$ cat config.mk
export PLATFORM = sky130hd
export DESIGN_NAME = ma_packetizer_flat
export DESIGN_NICKNAME = d
export VERILOG_FILES = /design/src/rtl/ma_packetizer_if.sv /design/src/rtl/ma_packetizer.sv /design/src/flat_wrapper.sv
export SDC_FILE = /design/constraint.sdc
export NUM_CORES = 1
export LEC_CHECK = 0
export CORE_MARGIN = 5
export CORE_UTILIZATION = 50
export DETAILED_ROUTE_END_ITERATION = 10
export GPL_TIMING_DRIVEN = 0
export HOLD_SLACK_MARGIN = 0.06
export MAX_ROUTING_LAYER = met4
export PLACE_DENSITY = 0.7
export SETUP_SLACK_MARGIN = 0.5
export SLEW_MARGIN = 5
export SYNTH_ARGS = -nofsm -noshare
export SYNTH_HDL_FRONTEND = slang
export SYNTH_SLANG_ARGS = --single-unit
$ cat constraint.sdc
create_clock -name clk_i -period 3.3 [get_ports clk_i]
set_input_delay 0.33 -clock clk_i [delete_from_list [all_inputs] [get_ports clk_i]]
set_output_delay 0.33 -clock clk_i [all_outputs]
set_load 0.005 [all_outputs]
$ cat src/rtl/ma_packetizer_if.sv
// ---------------------------------------------------------------------------
// ma_packetizer_if
// Groups the two credit-based flit links seen by the MA packetizer.
//   Upstream (raw MA injection stream):
//     rx_i      flit valid from the source
//     credit_o  packetizer may take a flit this cycle
//     data_i    raw flit
//     target_i  mapper PE address, stable while rx_i=1
//   Downstream (local NoC input port):
//     tx_o      NoC flit valid
//     credit_i  NoC can take a flit this cycle
//     data_o    NoC flit
// Modports:
//   master : the packetizer itself
//   slave  : the surrounding environment (source + NoC router)
// ---------------------------------------------------------------------------
interface ma_packetizer_if #(
    parameter int unsigned FLIT_SIZE = 32
);
    logic                 rx_i;
    logic                 credit_o;
    logic [FLIT_SIZE-1:0] data_i;
    logic [15:0]          target_i;
    logic                 tx_o;
    logic                 credit_i;
    logic [FLIT_SIZE-1:0] data_o;

    modport master (
        input  rx_i,
        input  data_i,
        input  target_i,
        input  credit_i,
        output credit_o,
        output tx_o,
        output data_o
    );

    modport slave (
        output rx_i,
        output data_i,
        output target_i,
        output credit_i,
        input  credit_o,
        input  tx_o,
        input  data_o
    );
endinterface

$ cat src/rtl/ma_packetizer.sv
// ---------------------------------------------------------------------------
// ma_packetizer
// Framing stage behind the MA injection stream source. The raw stream arrives
// as: mapper task image, MA descriptor, then the remaining (n-1) task images.
// Each segment is wrapped in a NoC packet addressed to the mapper PE:
//   flit0 = zero-extended target address
//   flit1 = payload length in flits
//   flit2 = service code
//   payload
// Task image = 4 info words (text, data, bss, entry) + (text+data)>>2 words.
// Descriptor = count word n + 3n+1 words.
// Ports:
//   clk_i   rising-edge clock
//   rst_ni  asynchronous active-low reset
//   bus     upstream/NoC flit links (see ma_packetizer_if)
//   done_o  sticky, set when the final flit of the last packet transfers
// ---------------------------------------------------------------------------
module ma_packetizer #(
    parameter int unsigned FLIT_SIZE    = 32,
    parameter logic [31:0] TASK_SERVICE = 32'h0000_0040,
    parameter logic [31:0] DESC_SERVICE = 32'h0000_0041
) (
    input  logic             clk_i,
    input  logic             rst_ni,
    ma_packetizer_if.master  bus,
    output logic             done_o
);

    typedef enum logic [3:0] {
        T_COLLECT,
        T_HDR,
        T_INFO,
        T_BIN,
        D_COUNT,
        D_HDR,
        D_CNT,
        D_BODY,
        DONE
    } state_e;

    localparam logic [FLIT_SIZE-1:0] ONE  = FLIT_SIZE'(1);
    localparam logic [FLIT_SIZE-1:0] FOUR = FLIT_SIZE'(4);
    localparam logic [FLIT_SIZE-1:0] TASK_SVC = FLIT_SIZE'(TASK_SERVICE);
    localparam logic [FLIT_SIZE-1:0] DESC_SVC = FLIT_SIZE'(DESC_SERVICE);

    state_e               state_q, state_d;
    logic [1:0]           idx_q, idx_d;
    logic [FLIT_SIZE-1:0] info_q [4];
    logic [FLIT_SIZE-1:0] info_d [4];
    logic [FLIT_SIZE-1:0] bin_words_q, bin_words_d;
    logic [FLIT_SIZE-1:0] cnt_q, cnt_d;
    logic [FLIT_SIZE-1:0] n_q, n_d;
    logic [FLIT_SIZE-1:0] remaining_q, remaining_d;
    logic [FLIT_SIZE-1:0] desc_words_q, desc_words_d;
    logic                 first_q, first_d;
    logic [FLIT_SIZE-1:0] data_q, data_d;
    logic                 done_q, done_d;

    logic                 tx_int;
    logic                 credit_int;
    logic [FLIT_SIZE-1:0] data_int;
    logic                 accept;
    logic                 xfer;
    logic [FLIT_SIZE-1:0] info_sum;
    logic [FLIT_SIZE-1:0] target_ext;
    logic [FLIT_SIZE-1:0] rem_dec;
    state_e               task_next;
    state_e               desc_next;
    logic [1:0]           idx_inc;

    assign accept     = bus.rx_i & credit_int;
    assign xfer       = tx_int & bus.credit_i;
    // Sum kept at flit width on purpose: the carry out is discarded.
    assign info_sum   = info_q[0] + info_q[1];
    assign target_ext = {{(FLIT_SIZE-16){1'b0}}, bus.target_i};
    assign idx_inc    = idx_q + 2'd1;

    // Where to go when a task image finishes. The remaining counter is at
    // least 1 whenever a task is in flight, so the decrement cannot underflow.
    assign rem_dec   = remaining_q - ONE;
    assign task_next = first_q ? D_COUNT : ((rem_dec != '0) ? T_COLLECT : DONE);
    assign desc_next = (remaining_q != '0) ? T_COLLECT : DONE;

    always_comb begin
        state_d      = state_q;
        idx_d        = idx_q;
        for (int i = 0; i < 4; i++) begin
            info_d[i] = info_q[i];
        end
        bin_words_d  = bin_words_q;
        cnt_d        = cnt_q;
        n_d          = n_q;
        remaining_d  = remaining_q;
        desc_words_d = desc_words_q;
        first_d      = first_q;
        data_d       = data_q;
        done_d       = done_q;
        tx_int       = 1'b0;
        credit_int   = 1'b0;
        data_int     = data_q;

        unique case (state_q)
            T_COLLECT: begin
                credit_int = 1'b1;
                if (accept) begin
                    info_d[idx_q] = bus.data_i;
                    idx_d         = idx_inc;
                    if (idx_q == 2'd3) begin
                        // info[0..1] already hold text/data size here.
                        bin_words_d = info_sum >> 2;
                        data_d      = target_ext;
                        idx_d       = 2'd0;
                        state_d     = T_HDR;
                    end
                end
            end

            T_HDR: begin
                tx_int = 1'b1;
                if (xfer) begin
                    unique case (idx_q)
                        2'd0: begin
                            data_d = FOUR + bin_words_q;
                            idx_d  = 2'd1;
                        end
                        2'd1: begin
                            data_d = TASK_SVC;
                            idx_d  = 2'd2;
                        end
                        default: begin
                            data_d  = info_q[0];
                            idx_d   = 2'd0;
                            state_d = T_INFO;
                        end
                    endcase
                end
            end

            T_INFO: begin
                tx_int = 1'b1;
                if (xfer) begin
                    if (idx_q != 2'd3) begin
                        data_d = info_q[idx_inc];
                        idx_d  = idx_inc;
                    end else begin
                        idx_d = 2'd0;
                        if (bin_words_q == '0) begin
                            remaining_d = rem_dec;
                            first_d     = 1'b0;
                            state_d     = task_next;
                            done_d      = (task_next == DONE);
                        end else begin
                            cnt_d   = bin_words_q;
                            state_d = T_BIN;
                        end
                    end
                end
            end

            T_BIN: begin
                tx_int     = bus.rx_i;
                credit_int = bus.credit_i;
                data_int   = bus.data_i;
                if (xfer) begin
                    cnt_d = cnt_q - ONE;
                    if (cnt_q == ONE) begin
                        remaining_d = rem_dec;
                        first_d     = 1'b0;
                        state_d     = task_next;
                        done_d      = (task_next == DONE);
                    end
                end
            end

            D_COUNT: begin
                credit_int = 1'b1;
                if (accept) begin
                    n_d          = bus.data_i;
                    remaining_d  = (bus.data_i == '0) ? '0 : (bus.data_i - ONE);
                    desc_words_d = (bus.data_i << 1) + bus.data_i + ONE;
                    data_d       = target_ext;
                    idx_d        = 2'd0;
                    state_d      = D_HDR;
                end
            end

            D_HDR: begin
                tx_int = 1'b1;
                if (xfer) begin
                    unique case (idx_q)
                        2'd0: begin
                            data_d = desc_words_q + ONE;
                            idx_d  = 2'd1;
                        end
                        2'd1: begin
                            data_d = DESC_SVC;
                            idx_d  = 2'd2;
                        end
                        default: begin
                            data_d  = n_q;
                            idx_d   = 2'd0;
                            state_d = D_CNT;
                        end
                    endcase
                end
            end

            D_CNT: begin
                tx_int = 1'b1;
                if (xfer) begin
                    // 3n+1 only reaches 0 through wrap-around; skip the body then.
                    if (desc_words_q == '0) begin
                        state_d = desc_next;
                        done_d  = (desc_next == DONE);
                    end else begin
                        cnt_d   = desc_words_q;
                        state_d = D_BODY;
                    end
                end
            end

            D_BODY: begin
                tx_int     = bus.rx_i;
                credit_int = bus.credit_i;
                data_int   = bus.data_i;
                if (xfer) begin
                    cnt_d = cnt_q - ONE;
                    if (cnt_q == ONE) begin
                        state_d = desc_next;
                        done_d  = (desc_next == DONE);
                    end
                end
            end

            DONE: begin
                // Terminal: nothing accepted, nothing emitted.
            end

            default: begin
                state_d = T_COLLECT;
            end
        endcase
    end

    always_ff @(posedge clk_i or negedge rst_ni) begin
        if (!rst_ni) begin
            state_q      <= T_COLLECT;
            idx_q        <= 2'd0;
            bin_words_q  <= '0;
            cnt_q        <= '0;
            n_q          <= '0;
            remaining_q  <= ONE;
            desc_words_q <= '0;
            first_q      <= 1'b1;
            data_q       <= '0;
            done_q       <= 1'b0;
        end else begin
            state_q      <= state_d;
            idx_q        <= idx_d;
            bin_words_q  <= bin_words_d;
            cnt_q        <= cnt_d;
            n_q          <= n_d;
            remaining_q  <= remaining_d;
            desc_words_q <= desc_words_d;
            first_q      <= first_d;
            data_q       <= data_d;
            done_q       <= done_d;
        end
    end

    genvar gi;
    generate
        for (gi = 0; gi < 4; gi++) begin : g_info
            always_ff @(posedge clk_i or negedge rst_ni) begin
                if (!rst_ni) begin
                    info_q[gi] <= '0;
                end else begin
                    info_q[gi] <= info_d[gi];
                end
            end
        end
    endgenerate

    // The handshake outputs are gated by reset so that both links go quiet
    // the moment rst_ni falls, even though T_COLLECT normally grants credit.
    assign bus.tx_o     = tx_int & rst_ni;
    assign bus.credit_o = credit_int & rst_ni;
    assign bus.data_o   = data_int;
    assign done_o       = done_q;

endmodule
$ cat src/flat_wrapper.sv
// flat-port wrapper written by rule: the top's interface ports become plain ports
module ma_packetizer_flat 
#(
    parameter int unsigned FLIT_SIZE    = 32,
    parameter logic [31:0] TASK_SERVICE = 32'h0000_0040,
    parameter logic [31:0] DESC_SERVICE = 32'h0000_0041
)
  (clk_i, rst_ni, done_o, bus_rx_i, bus_data_i, bus_target_i, bus_credit_i, bus_credit_o, bus_tx_o, bus_data_o);
  ma_packetizer_if #(.FLIT_SIZE(FLIT_SIZE)) bus_i ();
  input  logic clk_i;
  input  logic rst_ni;
  output logic done_o;
  input wire logic [$bits(bus_i.rx_i)-1:0] bus_rx_i;
  input wire logic [$bits(bus_i.data_i)-1:0] bus_data_i;
  input wire logic [$bits(bus_i.target_i)-1:0] bus_target_i;
  input wire logic [$bits(bus_i.credit_i)-1:0] bus_credit_i;
  output wire logic [$bits(bus_i.credit_o)-1:0] bus_credit_o;
  output wire logic [$bits(bus_i.tx_o)-1:0] bus_tx_o;
  output wire logic [$bits(bus_i.data_o)-1:0] bus_data_o;
  assign bus_i.rx_i = bus_rx_i;
  assign bus_i.data_i = bus_data_i;
  assign bus_i.target_i = bus_target_i;
  assign bus_i.credit_i = bus_credit_i;
  assign bus_credit_o = bus_i.credit_o;
  assign bus_tx_o = bus_i.tx_o;
  assign bus_data_o = bus_i.data_o;
  ma_packetizer #(.FLIT_SIZE(FLIT_SIZE), .TASK_SERVICE(TASK_SERVICE), .DESC_SERVICE(DESC_SERVICE)) u_core (.clk_i(clk_i), .rst_ni(rst_ni), .bus(bus_i), .done_o(done_o));
endmodule
**Routing congestion**

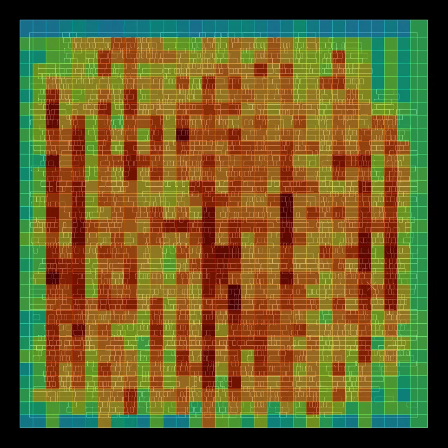
M1 GR Usage: 42.73%
GRT met3 Usage: 6.447%

**Sequential cells grouped by signal name**

(1 px per um) Other sequential cells in the stronger grey, the rest of the logic in the fainter grey.
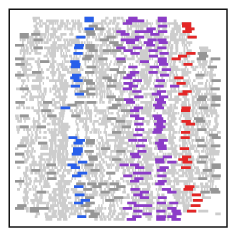
legend:
  purple:
    signal: u_core.info_q
    placed_flops: 128
  blue:
    signal: u_core.desc_words_q
    placed_flops: 32
  red:
    signal: u_core.bin_words_q
    placed_flops: 30
    where: a column on the right
flip-flop and latch area: 8180 sq um
final core occ: 62.27%
P_seq: 7.93 mW
fraction of standard cell area that is sequential: 31.32%

==> Changelog: implementation <==
### Implementation results

* Final hold viol count at 99
* Ys flops at 326
* Most instantiated library cell after synthesis: o21ai_0
* Root Buffer: clkbuf_16
* Failing checks: DRC, hold timing
* Clock-pin transition on the worst setup and hold timing paths at 0.06 ns
* First-pass iteration count of the detailed router at 11
* Post-Place Worst Slack at -1.316 ns
* Clock group at 4.73 mW
* Classification of the worst setup path: flip-flop to flip-flop
* Sequential cell fraction of total power at a little under a third
* Sequential area share after synthesis at 38.41%
* Placed wire-length estimate at 62100 um
* Unique masters post-synth at slightly above 80
* Multiplexer share of the synthesized area at 3.663%
* Vias after detailed routing at 21150
* Fraction of met2 tracks used by global routing at between 50% and 60%
* Maximum clock rate at 351.6 MHz
* Layer carrying the most global-route usage: met2
* Library cell occupying the most area in the post-synthesis netlist: dfrtp_1
* DRC violation count after routing at 2
* Last weighted congestion value of the routability-driven placer at around 1.0
* Starting DRT DRC Count at 2781
* Compound-cell area share of the yosys netlist at 22.51%
* Final Hold Slack at -0.2031 ns
* Biggest cell delay along the critical path at ~0.53 ns
* Later-pin clock latency in the skew report at a little under 0.6 ns
* Aggregate global-route resource usage at 34.75%
* Setup crit end: u_core.state_q[3]
* Via density per instance at 6.431
* Number of standard cells reported by yosys at about 2500
* Run status: complete, but fails checks
## cell type report
class | instances | share of cell area (%)
diodes | 3 | 0.02874
plain buffers | 162 | 3.813
clock buffers | 54 | 4.383
clock inverters | 17 | 0.9485
inverters | 69 | 1.274
multi-input cells | 1957 | 50.07
flip-flops and latches | 326 | 31.32
well taps | 539 | 2.582
repair buffers | 162 | 5.576
## state kept, by name, summed over array words and instances, names as in the netlist
signal / flops
u_core.desc_words_q: 32
u_core.n_q: 32
u_core.info_q: 128
u_core.remaining_q: 32
u_core.bin_words_q: 30
u_core.state_q: 4
u_core.cnt_q: 32
u_core.first_q: 1
u_core.data_q: 32
u_core.done_o: 1
u_core.idx_q: 2
No activity file was given, so power comes from the tool's default toggle rates.
